<file path="src/rtl/uart_hex_pkg.sv">
// Shared types and helpers for the hex-dump UART transmitter.
package uart_hex_pkg;

  // Serializer phases for one 8N1 character.
  typedef enum logic [1:0] {
    IDLE,
    START,
    DATA,
    STOP
  } tx_state_e;

  // Pending end-of-line characters still owed after a full line of digits.
  typedef enum logic [1:0] {
    NONE,
    CR,
    LF
  } eol_e;

  localparam logic [7:0] ASCII_CR = 8'h0D;
  localparam logic [7:0] ASCII_LF = 8'h0A;

  // Upper-case ASCII hex digit for a 4-bit value.
  function automatic logic [7:0] nib2ascii(input logic [3:0] n);
    logic [7:0] n8;
    n8 = {4'h0, n};
    return (n < 4'd10) ? (8'h30 + n8) : (8'h37 + n8);
  endfunction

endpackage

</file>
<file path="src/rtl/uart_hex_tx_uart_tx_8n1.sv">
// 8N1 UART serializer: baud counter plus LSB-first shift register.
// A byte is accepted on i_load only while o_busy is low; o_txd and o_busy
// are registered, so the start bit appears the cycle after the load.
module uart_tx_8n1
  import uart_hex_pkg::*;
#(
  parameter int CLKS_PER_BIT = 868
) (
  input  logic       clk,
  input  logic       rst,
  input  logic       i_load,
  input  logic [7:0] i_byte,
  output logic       o_txd,
  output logic       o_busy
);

  localparam int CNT_W = (CLKS_PER_BIT > 1) ? $clog2(CLKS_PER_BIT) : 1;

  tx_state_e        state_q;
  logic [CNT_W-1:0] cnt_q;
  logic [2:0]       bit_q;
  logic [7:0]       shreg_q;
  logic             txd_q;
  logic             busy_q;
  logic             bit_end;

  // Last clock of the current bit period.
  always_comb begin
    bit_end = (cnt_q == CNT_W'(CLKS_PER_BIT - 1));
  end

  // Character FSM: start bit, 8 data bits LSB first, stop bit, then idle.
  always_ff @(posedge clk or posedge rst) begin
    if (rst) begin
      state_q <= IDLE;
      cnt_q   <= '0;
      bit_q   <= '0;
      shreg_q <= '0;
      txd_q   <= 1'b1;
      busy_q  <= 1'b0;
    end else begin
      case (state_q)
        IDLE: begin
          txd_q <= 1'b1;
          if (i_load) begin
            shreg_q <= i_byte;
            cnt_q   <= '0;
            txd_q   <= 1'b0;
            busy_q  <= 1'b1;
            state_q <= START;
          end
        end
        START: begin
          if (bit_end) begin
            cnt_q   <= '0;
            bit_q   <= '0;
            txd_q   <= shreg_q[0];
            shreg_q <= {1'b0, shreg_q[7:1]};
            state_q <= DATA;
          end else begin
            cnt_q <= cnt_q + CNT_W'(1);
          end
        end
        DATA: begin
          if (bit_end) begin
            cnt_q <= '0;
            if (bit_q == 3'd7) begin
              txd_q   <= 1'b1;
              state_q <= STOP;
            end else begin
              bit_q   <= bit_q + 3'd1;
              txd_q   <= shreg_q[0];
              shreg_q <= {1'b0, shreg_q[7:1]};
            end
          end else begin
            cnt_q <= cnt_q + CNT_W'(1);
          end
        end
        STOP: begin
          if (bit_end) begin
            cnt_q   <= '0;
            busy_q  <= 1'b0;
            state_q <= IDLE;
          end else begin
            cnt_q <= cnt_q + CNT_W'(1);
          end
        end
        default: begin
          txd_q   <= 1'b1;
          busy_q  <= 1'b0;
          state_q <= IDLE;
        end
      endcase
    end
  end

  assign o_txd  = txd_q;
  assign o_busy = busy_q;

endmodule

</file>
<file path="src/rtl/uart_hex_tx.sv">
// Drains a FWFT nibble FIFO and prints each nibble as an ASCII hex digit on
// an 8N1 UART, optionally terminating every NIBS_PER_LINE digits with CR LF.
module uart_hex_tx
  import uart_hex_pkg::*;
#(
  parameter int CLKS_PER_BIT  = 868,
  parameter int NIBS_PER_LINE = 8,
  parameter bit EOL_EN        = 1'b1
) (
  input  logic       clk,
  input  logic       rst,
  input  logic [3:0] i_rdat,
  input  logic       i_empty,
  output logic       o_rreq,
  output logic       o_txd,
  output logic       o_busy
);

  localparam int LINE_W = $clog2(NIBS_PER_LINE + 1);

  eol_e              eol_q;
  logic [LINE_W-1:0] line_q;
  logic              tx_busy;
  logic              tx_load;
  logic [7:0]        tx_byte;
  logic              nib_pop;

  // Character selection: owed CR/LF take priority over new FIFO data, so the
  // FIFO is only popped when no end-of-line is pending and the serializer is idle.
  always_comb begin
    nib_pop = !tx_busy && !i_empty && (eol_q == NONE) && !rst;
    tx_load = 1'b0;
    tx_byte = '0;
    if (!tx_busy) begin
      if (eol_q == CR) begin
        tx_load = 1'b1;
        tx_byte = ASCII_CR;
      end else if (eol_q == LF) begin
        tx_load = 1'b1;
        tx_byte = ASCII_LF;
      end else if (!i_empty) begin
        tx_load = 1'b1;
        tx_byte = nib2ascii(i_rdat);
      end
    end
  end

  // Line counting and the CR -> LF -> NONE end-of-line sequence.
  always_ff @(posedge clk or posedge rst) begin
    if (rst) begin
      eol_q  <= NONE;
      line_q <= '0;
    end else if (!tx_busy) begin
      case (eol_q)
        CR:      eol_q <= LF;
        LF:      eol_q <= NONE;
        default: begin
          if (nib_pop && EOL_EN) begin
            if (line_q == LINE_W'(NIBS_PER_LINE - 1)) begin
              line_q <= '0;
              eol_q  <= CR;
            end else begin
              line_q <= line_q + LINE_W'(1);
            end
          end
        end
      endcase
    end
  end

  uart_tx_8n1 #(
    .CLKS_PER_BIT(CLKS_PER_BIT)
  ) u_tx (
    .clk   (clk),
    .rst   (rst),
    .i_load(tx_load),
    .i_byte(tx_byte),
    .o_txd (o_txd),
    .o_busy(tx_busy)
  );

  assign o_rreq = nib_pop;
  assign o_busy = tx_busy;

endmodule

</file>
<file path="config.mk">
export PLATFORM = sky130hd
export DESIGN_NAME = uart_hex_tx
export DESIGN_NICKNAME = d
export VERILOG_FILES = /design/src/rtl/uart_hex_pkg.sv /design/src/rtl/uart_hex_tx_uart_tx_8n1.sv /design/src/rtl/uart_hex_tx.sv
export SDC_FILE = /design/constraint.sdc
export NUM_CORES = 1
export LEC_CHECK = 0
export ABC_CLOCK_PERIOD_IN_PS = 2800
export CORE_AREA = 4 4 63 65
export CTS_CLUSTER_DIAMETER = 150
export DETAILED_ROUTE_END_ITERATION = 6
export DIE_AREA = 0 0 67 69
export PLACE_DENSITY = 0.74
export SETUP_SLACK_MARGIN = 0.02
export SYNTH_ARGS = -nofsm -noshare
export SYNTH_HDL_FRONTEND = slang
export SYNTH_SLANG_ARGS = --single-unit
</file>
<file path="constraint.sdc">
create_clock -name clk -period 2.8 [get_ports clk]
set_input_delay 0.56 -clock clk [delete_from_list [all_inputs] [get_ports clk]]
set_output_delay 0.56 -clock clk [all_outputs]
set_load 0.02 [all_outputs]
</file>
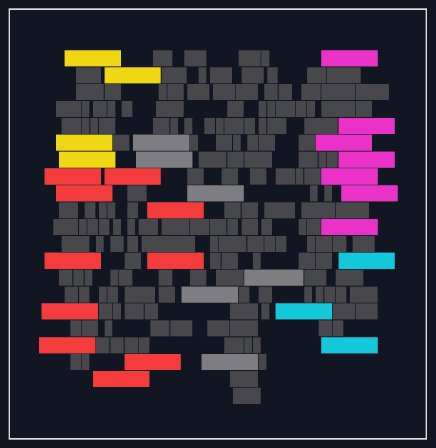
**Above:** sequential cells coloured by netlist name.
Other sequential cells in the stronger grey, the rest of the logic in the fainter grey.
| name in the netlist | colour | placed flops |
|---|---|---|
| `line_q` | yellow | 4 |
| `u_tx.cnt_q` | red | 10 |
| `u_tx.shreg_q` | magenta | 7 |
| `u_tx.bit_q` | cyan | 3 |
not coloured: 6
sequential portion of the cell area: 36.4%
final core utilization: 61.9%
Reg area: 752 sq um
power in sequential cells: 0.000506 W

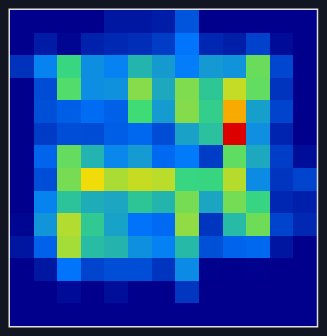
**Above:** wiring heat map.
The die is cut into 13 by 14 equal tiles; dark blue is low, red is high, scaled to the fullest tile. Values are wire area over tile area, all layers added.
tiles over half the peak: 13%
emptiest ninth of the die: south-east
densest ninth of the die: centre
nearly empty tiles: 29%
mean over tiles: 0.12
fullest tile: 0.55
final WL: 3.53 mm
drt wl/cell: 14.3 um
total number of vias: 1436
global-route total usage across every layer: 17.2%

==> COMMIT_EDITMSG <==
Refresh implementation metrics

* Number of fillers in the final layout: roughly 300
- Detail Route Antenna Nets: 0
* Total gr overflow: 0
- The placement stage leaves a total instance area of approximately 2000 sq um.
- Number of vias per cell: about 5.8
- The commonest register cell is sky130_fd_sc_hd__dfrtp_1.
- Final Max Tran Viols: 0
* Post-synth top area share: 39.5%
* IO Pins: 10
* NetSw: between 0.0003 and 0.0004 W
- At the end of routability-driven placement, the weighted congestion stood at 0.853.
* Final clock-cell share: around 3.1%
- The via count of the first global-routing pass was between 1000 and 1500.
- Looking at the worst setup and hold paths, the clock pins of their registers show a slew of about 90 ps.
* Cell types with the highest counts after synthesis: sky130_fd_sc_hd__dfrtp_1 (29), sky130_fd_sc_hd__nand2_1 (17), sky130_fd_sc_hd__nor2_1 (15), sky130_fd_sc_hd__ha_1 (13)
- The end-of-flow timing check tallies setup violations at 0.
- TritonCTS built the clock tree.
* Worst setup path category: in2out
- Clock Path Buffers: 2
* Source of the critical timing path: i_empty
- Setup repair after global routing missed its margin: false
- Total clock sinks: 30
* Leakage power figure: 0.987 nW
* Synthesis area per yosys: 1840 sq um
- The critical path's slowest stage uses the library cell sky130_fd_sc_hd__or4b_2.
- Root Buffer: sky130_fd_sc_hd__clkbuf_4
- Synthesized instance count: approximately 180
- Fraction of layout cells with a size suffix above 1: around 15%
* Multi-input gate share of total cell area: about half
- Result of the run: complete, no violations
- Detailed router's first-iteration violation count: 94
- The final timing report lists a hold violation count of 0.
- Top post-synthesis cells by area: sky130_fd_sc_hd__dfrtp_1 (39%), sky130_fd_sc_hd__ha_1 (8.8%), sky130_fd_sc_hd__mux2_4 (5.7%)
- Max transition margin: about 53%
- The die covers ~4600 sq um.
* Num tapcells: 46
* Number of sequential storage elements: 30
* Crit path max-delay family: buffers and inverters
* Max-Cap Viols: 0
- Combinational Gates: approximately 140
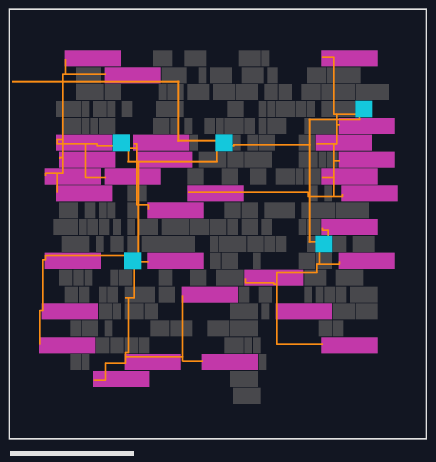
**Above:** clock network drawn from the DEF.
Scale bar: 20 um.
[clock-net drivers] cyan | count: 5
[flip-flops] magenta | count: 30
[clock wires] orange | length: 381 um
routed clock nets: 6
power in the clock group: 0.000276 W
Clk network pwr share: 25.3%
worst-skew pair later-pin latency: 340 ps
Clock Skews: 12.0 ps

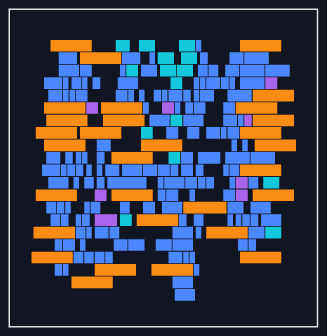
**Above:** placed cells, one colour a class.
| class | colour | cells | share of their area |
|---|---|---|---|
| clock drivers and dummy loads | purple | 8 | 3.2% |
| remaining logic cells | blue | 148 | 53% |
| registers | orange | 30 | 37% |
| remaining buffers and delay cells | cyan | 15 | 6.7% |
final std cell area, no fill: 2070 sq um
FP Rows: 21

worst max path at each step:
stage                             endpoint  depth (start not counted)  slack, ps
3_3_place_gp                        o_rreq                          4        -60
3_5_place_dp                        o_rreq                          4        -70
6_report                            o_rreq                          4        220
5_1_grt                             o_rreq                          5        130
2_1_floorplan  u_tx.shreg_q[0]$_DFFE_PP0P_                          7        720
4_1_cts                             o_rreq                          4        210
flip-flops by register name, indices dropped and copies added (netlist names):
name	cells
eol_q	2
line_q	4
u_tx.bit_q	3
u_tx.cnt_q	10
u_tx.o_busy	1
u_tx.o_txd	1
u_tx.shreg_q	7
u_tx.state_q	2
routing by layer:
metal  track usage, %  vias to the layer above
met2             29.1                       26
met1             20.8                      691
met4             4.73                        0
met5                0                        -
li1                 -                      712
met3             4.87                        7
kinds of logic (layout without fill, tap and decap cells):
family                   count (synthesis)  in the layout  share of synthesized area, %
adder cells (fa/ha/maj)                 13             13                          8.85
flip-flops                              30             30                          40.9
AND-OR/OR-AND                           51             51                          19.5
buffers and inverters                   15             33                          3.54
AND/OR/NAND/NOR                         59             59                          17.1
multiplexers                            12             12                          8.71
XOR/XNOR                                 3              3                          1.43
metrics by stage:
stage                     setup TNS [ps]  setup WS, ps  hold WS (ps)
final                                  0           219           505
after global routing                   0           134           528
after CTS                              0           206           505
after detailed placement           -66.0         -66.0           488
after global placement             -56.2         -56.2           482
after floorplan                        0           721           454
power by group through the flow:
stage | clock network, W | logic (W) | registers (W)
final | 0.000276 | 0.000309 | 0.000506
after global routing | 0.000306 | 0.000355 | 0.000513
after CTS | 0.000286 | 0.000313 | 0.000507
after detailed placement | 0 | 0.000314 | 0.000514
after global placement | 0 | 0.000295 | 0.000511
after floorplan | 0 | 0.000237 | 0.000506
Power figures rest on the tool's default switching activity, not on a simulated workload.
